**config.mk**
```make
export PLATFORM = sky130hd
export DESIGN_NAME = tick_ctrl
export DESIGN_NICKNAME = d
export VERILOG_FILES = /design/src/rtl/tick_pkg.sv /design/src/rtl/mod_n_stage.sv /design/src/rtl/tick_ctrl.sv
export SDC_FILE = /design/constraint.sdc
export NUM_CORES = 1
export LEC_CHECK = 0
export ABC_AREA = 1
export CELL_PAD_IN_SITES_DETAIL_PLACEMENT = 1
export CELL_PAD_IN_SITES_GLOBAL_PLACEMENT = 1
export CORE_MARGIN = 4
export CORE_UTILIZATION = 38
export DETAILED_ROUTE_END_ITERATION = 12
export PLACE_DENSITY_LB_ADDON = 0.1
export SYNTH_ARGS = -nofsm -noshare
export SYNTH_HDL_FRONTEND = slang
export SYNTH_SLANG_ARGS = --single-unit
export TNS_END_PERCENT = 5
```
**constraint.sdc**
```tcl
create_clock -name clk_ref -period 1.6 [get_ports clk_ref]
set_input_delay 0.32 -clock clk_ref [delete_from_list [all_inputs] [get_ports clk_ref]]
set_output_delay 0.32 -clock clk_ref [all_outputs]
set_load 0.005 [all_outputs]
```
**src/rtl/tick_pkg.sv**
```systemverilog
// -----------------------------------------------------------------------------
// tick_pkg
//
// Shared definitions for the board timebase tick scheduler.
//   DIV_DEFAULT     default modulus of each divider stage
//   STAGES_DEFAULT  default number of cascaded stages (one tick per stage)
//   state_e         controller state encoding (2 bits)
//   SEL_*           encoding of the rate-select input
// -----------------------------------------------------------------------------
package tick_pkg;

  localparam int DIV_DEFAULT    = 100;
  localparam int STAGES_DEFAULT = 4;

  // Controller states. IDLE holds the counters, RUN counts freely, STEP
  // counts until the latched rate fires once and then returns to IDLE.
  typedef enum logic [1:0] {
    ST_IDLE = 2'd0,
    ST_RUN  = 2'd1,
    ST_STEP = 2'd2
  } state_e;

  // Rate select: index of the tick output that drives tick_sel.
  localparam logic [1:0] SEL_1M  = 2'd0;  // 1 MHz
  localparam logic [1:0] SEL_10K = 2'd1;  // 10 kHz
  localparam logic [1:0] SEL_100 = 2'd2;  // 100 Hz
  localparam logic [1:0] SEL_1   = 2'd3;  // 1 Hz

endpackage : tick_pkg

```
**src/rtl/mod_n_stage.sv**
```systemverilog
// -----------------------------------------------------------------------------
// mod_n_stage
//
// One modulo-DIV counter stage of the tick divider chain. Counts 0..DIV-1
// while enabled and wraps to 0; a clear forces 0 regardless of enable.
//
// Ports
//   clk_ref  in   system clock, rising edge
//   rst      in   synchronous active-high reset
//   clr      in   synchronous counter clear (takes priority over en)
//   en       in   advance the count this cycle
//   cnt      out  current count, CW bits
//   at_max   out  high while cnt == DIV-1 (the stage will wrap on its next advance)
// -----------------------------------------------------------------------------
module mod_n_stage
  import tick_pkg::*;
#(
  parameter int DIV = DIV_DEFAULT,
  parameter int CW  = 7
) (
  input  logic          clk_ref,
  input  logic          rst,
  input  logic          clr,
  input  logic          en,
  output logic [CW-1:0] cnt,
  output logic          at_max
);

  // Only the terminal value is ever compared against; the increment never
  // needs to saturate because the wrap happens exactly at DIV-1.
  localparam logic [CW-1:0] CNT_MAX = CW'(DIV - 1);

  logic [CW-1:0] cnt_q, cnt_d;

  assign at_max = (cnt_q == CNT_MAX);
  assign cnt    = cnt_q;

  // NOTE: every path through a combinational block must assign its outputs;
  // the hold value is written first so no latch can be inferred.
  always_comb begin
    cnt_d = cnt_q;
    if (clr) begin
      cnt_d = '0;
    end else if (en) begin
      cnt_d = at_max ? '0 : cnt_q + CW'(1);
    end
  end

  // NOTE: state registers use non-blocking assignments so that every flop in
  // the design samples the pre-edge values, independent of block ordering.
  always_ff @(posedge clk_ref) begin
    if (rst) begin
      cnt_q <= '0;
    end else begin
      cnt_q <= cnt_d;
    end
  end

endmodule : mod_n_stage

```
**src/rtl/tick_ctrl.sv**
```systemverilog
// -----------------------------------------------------------------------------
// tick_ctrl
//
// Tick scheduler for the board timebase. A chain of STAGES modulo-DIV
// counters divides clk_ref; stage k produces a one-cycle strobe tick[k] with
// period DIV^(k+1). Downstream logic uses the strobes as clock enables, so
// everything stays in the clk_ref domain. A small controller lets software
// start, stop, single-step and clear the timebase.
//
// Ports
//   clk_ref    in   system clock (100 MHz), rising edge
//   rst        in   synchronous active-high reset
//   start      in   request RUN
//   stop       in   request IDLE (counters held, not cleared)
//   step       in   from IDLE: run until the selected tick fires once
//   clear      in   zero all stage counters; state is unchanged
//   sel[1:0]   in   rate select (see SEL_* in tick_pkg)
//   tick       out  STAGES one-cycle strobes
//   tick_sel   out  tick[sel], using the latched sel while stepping
//   step_done  out  one-cycle pulse when a single step completes
//   running    out  high in RUN or STEP
//
// Input priority: rst > clear > stop > start > step.
// -----------------------------------------------------------------------------
module tick_ctrl
  import tick_pkg::*;
#(
  parameter int DIV    = DIV_DEFAULT,
  parameter int STAGES = STAGES_DEFAULT,
  parameter int CW     = 7
) (
  input  logic              clk_ref,
  input  logic              rst,
  input  logic              start,
  input  logic              stop,
  input  logic              step,
  input  logic              clear,
  input  logic [1:0]        sel,
  output logic [STAGES-1:0] tick,
  output logic              tick_sel,
  output logic              step_done,
  output logic              running
);

  state_e            state_q, state_d;
  logic [1:0]        sel_q, sel_d;
  logic [STAGES-1:0] tick_q, tick_d;
  logic              step_done_q, step_done_d;

  logic [STAGES-1:0] at_max;
  // carry[k] is high when the controller is counting and stages 0..k-1 are
  // all at DIV-1: it is the enable of stage k. carry[k+1] is therefore the
  // "tick[k] fires at this edge" condition.
  logic [STAGES:0]   carry;
  // The per-stage counts are not consumed here; only at_max matters to the
  // control logic. They stay visible for probing in simulation.
  logic [CW-1:0]     stage_cnt_unused [STAGES];

  logic              sel_fire;
  logic              tick_sel_mux;

  assign running  = (state_q != ST_IDLE);
  assign carry[0] = running;

  for (genvar k = 0; k < STAGES; k++) begin : g_stage
    mod_n_stage #(
      .DIV (DIV),
      .CW  (CW)
    ) u_stage (
      .clk_ref (clk_ref),
      .rst     (rst),
      .clr     (clear),
      .en      (carry[k]),
      .cnt     (stage_cnt_unused[k]),
      .at_max  (at_max[k])
    );
    assign carry[k+1] = carry[k] & at_max[k];
  end

  // Select the fire condition (for step completion) and the registered tick
  // (for tick_sel) by the effective select value held in sel_q.
  always_comb begin
    sel_fire     = 1'b0;
    tick_sel_mux = 1'b0;
    for (int k = 0; k < STAGES; k++) begin
      if (int'(sel_q) == k) begin
        sel_fire     = carry[k+1];
        tick_sel_mux = tick_q[k];
      end
    end
  end

  // Controller next state. A clear freezes the state for that cycle, which
  // also swallows a step completion that would coincide with it.
  always_comb begin
    state_d     = state_q;
    step_done_d = 1'b0;
    if (!clear) begin
      unique case (state_q)
        ST_IDLE: begin
          if (stop) begin
            state_d = ST_IDLE;
          end else if (start) begin
            state_d = ST_RUN;
          end else if (step) begin
            state_d = ST_STEP;
          end
        end
        ST_RUN: begin
          if (stop) begin
            state_d = ST_IDLE;
          end
        end
        ST_STEP: begin
          // stop and start both pre-empt the completion, so neither
          // produces a step_done.
          if (stop) begin
            state_d = ST_IDLE;
          end else if (start) begin
            state_d = ST_RUN;
          end else if (sel_fire) begin
            state_d     = ST_IDLE;
            step_done_d = 1'b1;
          end
        end
        default: state_d = ST_IDLE;
      endcase
    end
  end

  // Tick strobes are the registered fire conditions; a clear drops any that
  // would have been registered on the same edge.
  always_comb begin
    tick_d = clear ? '0 : carry[STAGES:1];
  end

  // sel is live in IDLE and RUN and frozen while stepping. Because the
  // register also loads on the IDLE->STEP edge, it captures the step rate.
  always_comb begin
    sel_d = (state_q == ST_STEP) ? sel_q : sel;
  end

  always_ff @(posedge clk_ref) begin
    if (rst) begin
      state_q     <= ST_IDLE;
      sel_q       <= SEL_1M;
      tick_q      <= '0;
      step_done_q <= 1'b0;
    end else begin
      state_q     <= state_d;
      sel_q       <= sel_d;
      tick_q      <= tick_d;
      step_done_q <= step_done_d;
    end
  end

  assign tick      = tick_q;
  assign tick_sel  = tick_sel_mux;
  assign step_done = step_done_q;

endmodule : tick_ctrl
```
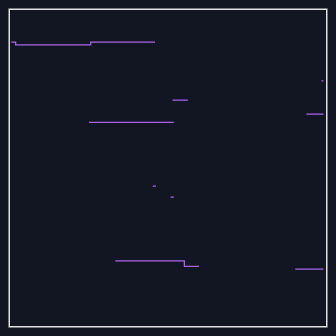
(images/met3.png)
longest straight run = 20.5 um
share of all routed wire = 2.1%
wire length on this layer = 93.1 um
main direction = horizontal

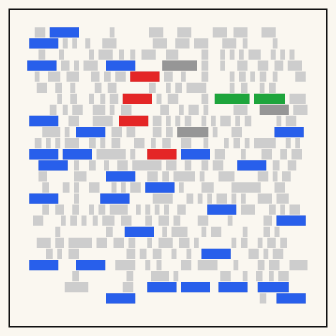
(images/registers.png)
tick -> red  # flops 4
state_q -> green  # flops 2
g_stage.u_stage.cnt -> blue  # flops 28, where widely spread
sequential group power: 946 uW
post-layout util: 52.8%

==> results.txt <==
impl run done, here's what came out: run status=finished clean, crit start category=flop, NumNets Final=311, Synth Cell Area=~1800 sq um, Tool Warnings=28, largest net degree at the start of global routing=14, final wirelength=~4.4 mm, H-tree depth=2, clk_skew=approximately 0.0056 ns, Seq cells post-synth=37, Leak=0.989 nW, Main area contributors=dfxtp_1 40%, nor2_1 7.8%, nand2_1 7.3%, nand3_1 6.3%, inv_1 5.9%, DR iter-0 viols=38, post-synthesis average cell area=7.51 sq um, synthesis-to-finish area growth=34.7%, layout cell share with drive strength beyond 1=between 20% and 30%, drt pass-1 iters=4, total power=1.77 mW, clk sinks=37, chip height=77.6 um, Top-area cell share=40.3%, final hold slack=0.487 ns, grt ovf=0, CTS buffer count=5, routed vias=1741, clk buf depth=2, Mapped Cells=245, hpwl dp=approximately 3.4 mm, CTS tree=yes, Setup crit end kind=flop, Logic cell area=roughly 1000 sq um, fmax=between 600 and 700 MHz, floorplan utilization=about two fifths, yosys cell count=245, synth unique cells=32, IO Port Bufs=14, chip area=between 6000 and 7000 sq um, Crit-path slowest cell=dfxtp_2, clk latency late pin=around 0.29 ns, Hold Path Class=reg2reg, vias per inst=4.92, register share after synthesis=40.3%, Layout fillers=~600, RSZ-0062 raised after global routing=yes, I/O pin cnt=15, critical path's top delay family=simple AND/OR/NAND/NOR gates, ys async rst share=0%, core area=roughly 4700 sq um, drt wl/cell=~12 um, Flop area=about 750 sq um, global placement routability congestion=between 0.7 and 0.8, initial antenna violation count=0, crit path cell chain=inv_1 > nor2_2 > nand3_2 > nor2_8 > buf_4 > nand3_1 > nand2_1 > inv_1 > nand3_2 > nand3_1 > nand2_1 > nor2_1, hold buffer count at CTS=0, Slew HR=between 60% and 70%, maximum fanout along the worst path=6, Buf+Inv Stages, Crit Path=3, DRC violations left=0, crit path time final=around 1.5 ns, CP Data Arrival Time=about 1.7 ns, Worst-path clk slew=about 0.080 ns, clock root cell=clkbuf_8, R2R setup slack=0.06 ns, cell type with the largest total area=dfxtp_1, setup ws final=~0.06 ns, first-pass GRT wire length=between 7 and 8 mm, dpl ws=-0.144 ns, post-layout period usage of the worst path=between 90% and 100%, Post-synth EDFFs=0, GRT Util Overall=15.6%, Worst path max stage delay=~0.33 ns, Die X=about 78 um, number of diodes=0, Post-DRT Antenna Nets=0, YS chip area=1840 sq um, Slew Limit Fails=0, Ys Warns=0, Worst-Margin Slew=approximately 0.47 ns, Most common reg cell=dfxtp_1, Peak VDD IR=0.502 mV, Cell Rows=25, Maximum Capacitance Violations=0, setup violators final=0, floorplan net count=257, most common logic cells in the final layout=35 x buf_4, 33 x nor2_1, 32 x nand2_1, 32 x dfxtp_1, 28 x inv_1, Crit Path Class=reg2reg, most used logic cell in the final layout=buf_4, Pwr Density=about 700 nW/um^2, Hold Vio Cnt, Final=0, vias in the first global route=1702, WP data required=1.79 ns
-- registers in the layout, summed over array words and instances (netlist names) --
name and cells:
state_q 2, step_done 1, tick 4, sel_q 2, g_stage.u_stage.cnt 28
-- cells by family after synthesis --
family	count (synthesis)	synth area share, %
and+or+nand+nor	137	39.0
adders and majority gates	4	2.72
DFF	37	40.3
AOI/OAI and AO/OA	27	7.82
buffers and inverters	34	7.35
xor gates and xnor gates	6	2.86
-- worst paths after layout --
check	startpoint	to	cells after the start
min reg2reg	g_stage[3].u_stage.cnt[0]	g_stage[3].u_stage.cnt[0]	2
max	g_stage[0].u_stage.cnt[6]	state_q[0]	12
max reg2reg	g_stage[0].u_stage.cnt[6]	state_q[0]	12
min	g_stage[3].u_stage.cnt[0]	g_stage[3].u_stage.cnt[0]	2
-- layer usage --
metal	part of all wire [%]	vias to the layer above	global-route usage, %
met3	2.1	6	4.18
li1	-	904	-
met1	44	822	17.6
met5	0	-	0
met2	52	9	27.8
met4	1.7	0	5.87
-- power breakdown --
part / internal, mW / switching (mW) / leakage [nW]
clock network: 0.305 / 0.361 / 0.0364
registers: 0.934 / 0.0122 / 0.301
logic: 0.0739 / 0.0790 / 0.651
-- metrics by stage --
step                      area (sq um)  TNS (ns)  instances
after floorplan                   1840         0        245
after global placement            2280    -0.643        344
after detailed placement          2280    -0.909        344
after CTS                         2390    -0.113        352
after global routing              2480    -0.434        354
final                             2480         0        354
-- area by class of cell --
cell class / count / area share, %
tap: 54 / 2.73
multi-input combinational: 174 / 42.0
clock inverter: 3 / 0.909
clock buffer: 5 / 2.78
inverter: 32 / 4.95
timing repair buffer: 49 / 16.3
sequential: 37 / 30.4
-- worst register-to-register path, delay by kind of cell (launching register included) --
family / cells / cell delay, ns
flip-flops: 1 / 0.33
AND/OR/NAND/NOR: 9 / 0.86
buffers and inverters: 3 / 0.24
-- synthesized netlist by cell type (3+ instances only) --
master / count
dfxtp_1: 37
o21ai_0: 6
nand3_1: 23
nor3_1: 9
nor3_2: 3
ha_1: 4
xor2_1: 4
nand2_1: 36
nor2_1: 38
a21oi_1: 16
nor3b_1: 5
inv_1: 29
nand4_1: 6
nor2_2: 4
-- what timing repair did --
action                                  CTS  global route
pin swaps                                 0             6
endpoints found under the setup margin    8            21
setup buffers                             0             2
endpoints found under the hold margin     0             0
gates cloned                              0             0
gates resized                             8            23
Power and IR drop assume default switching activity.
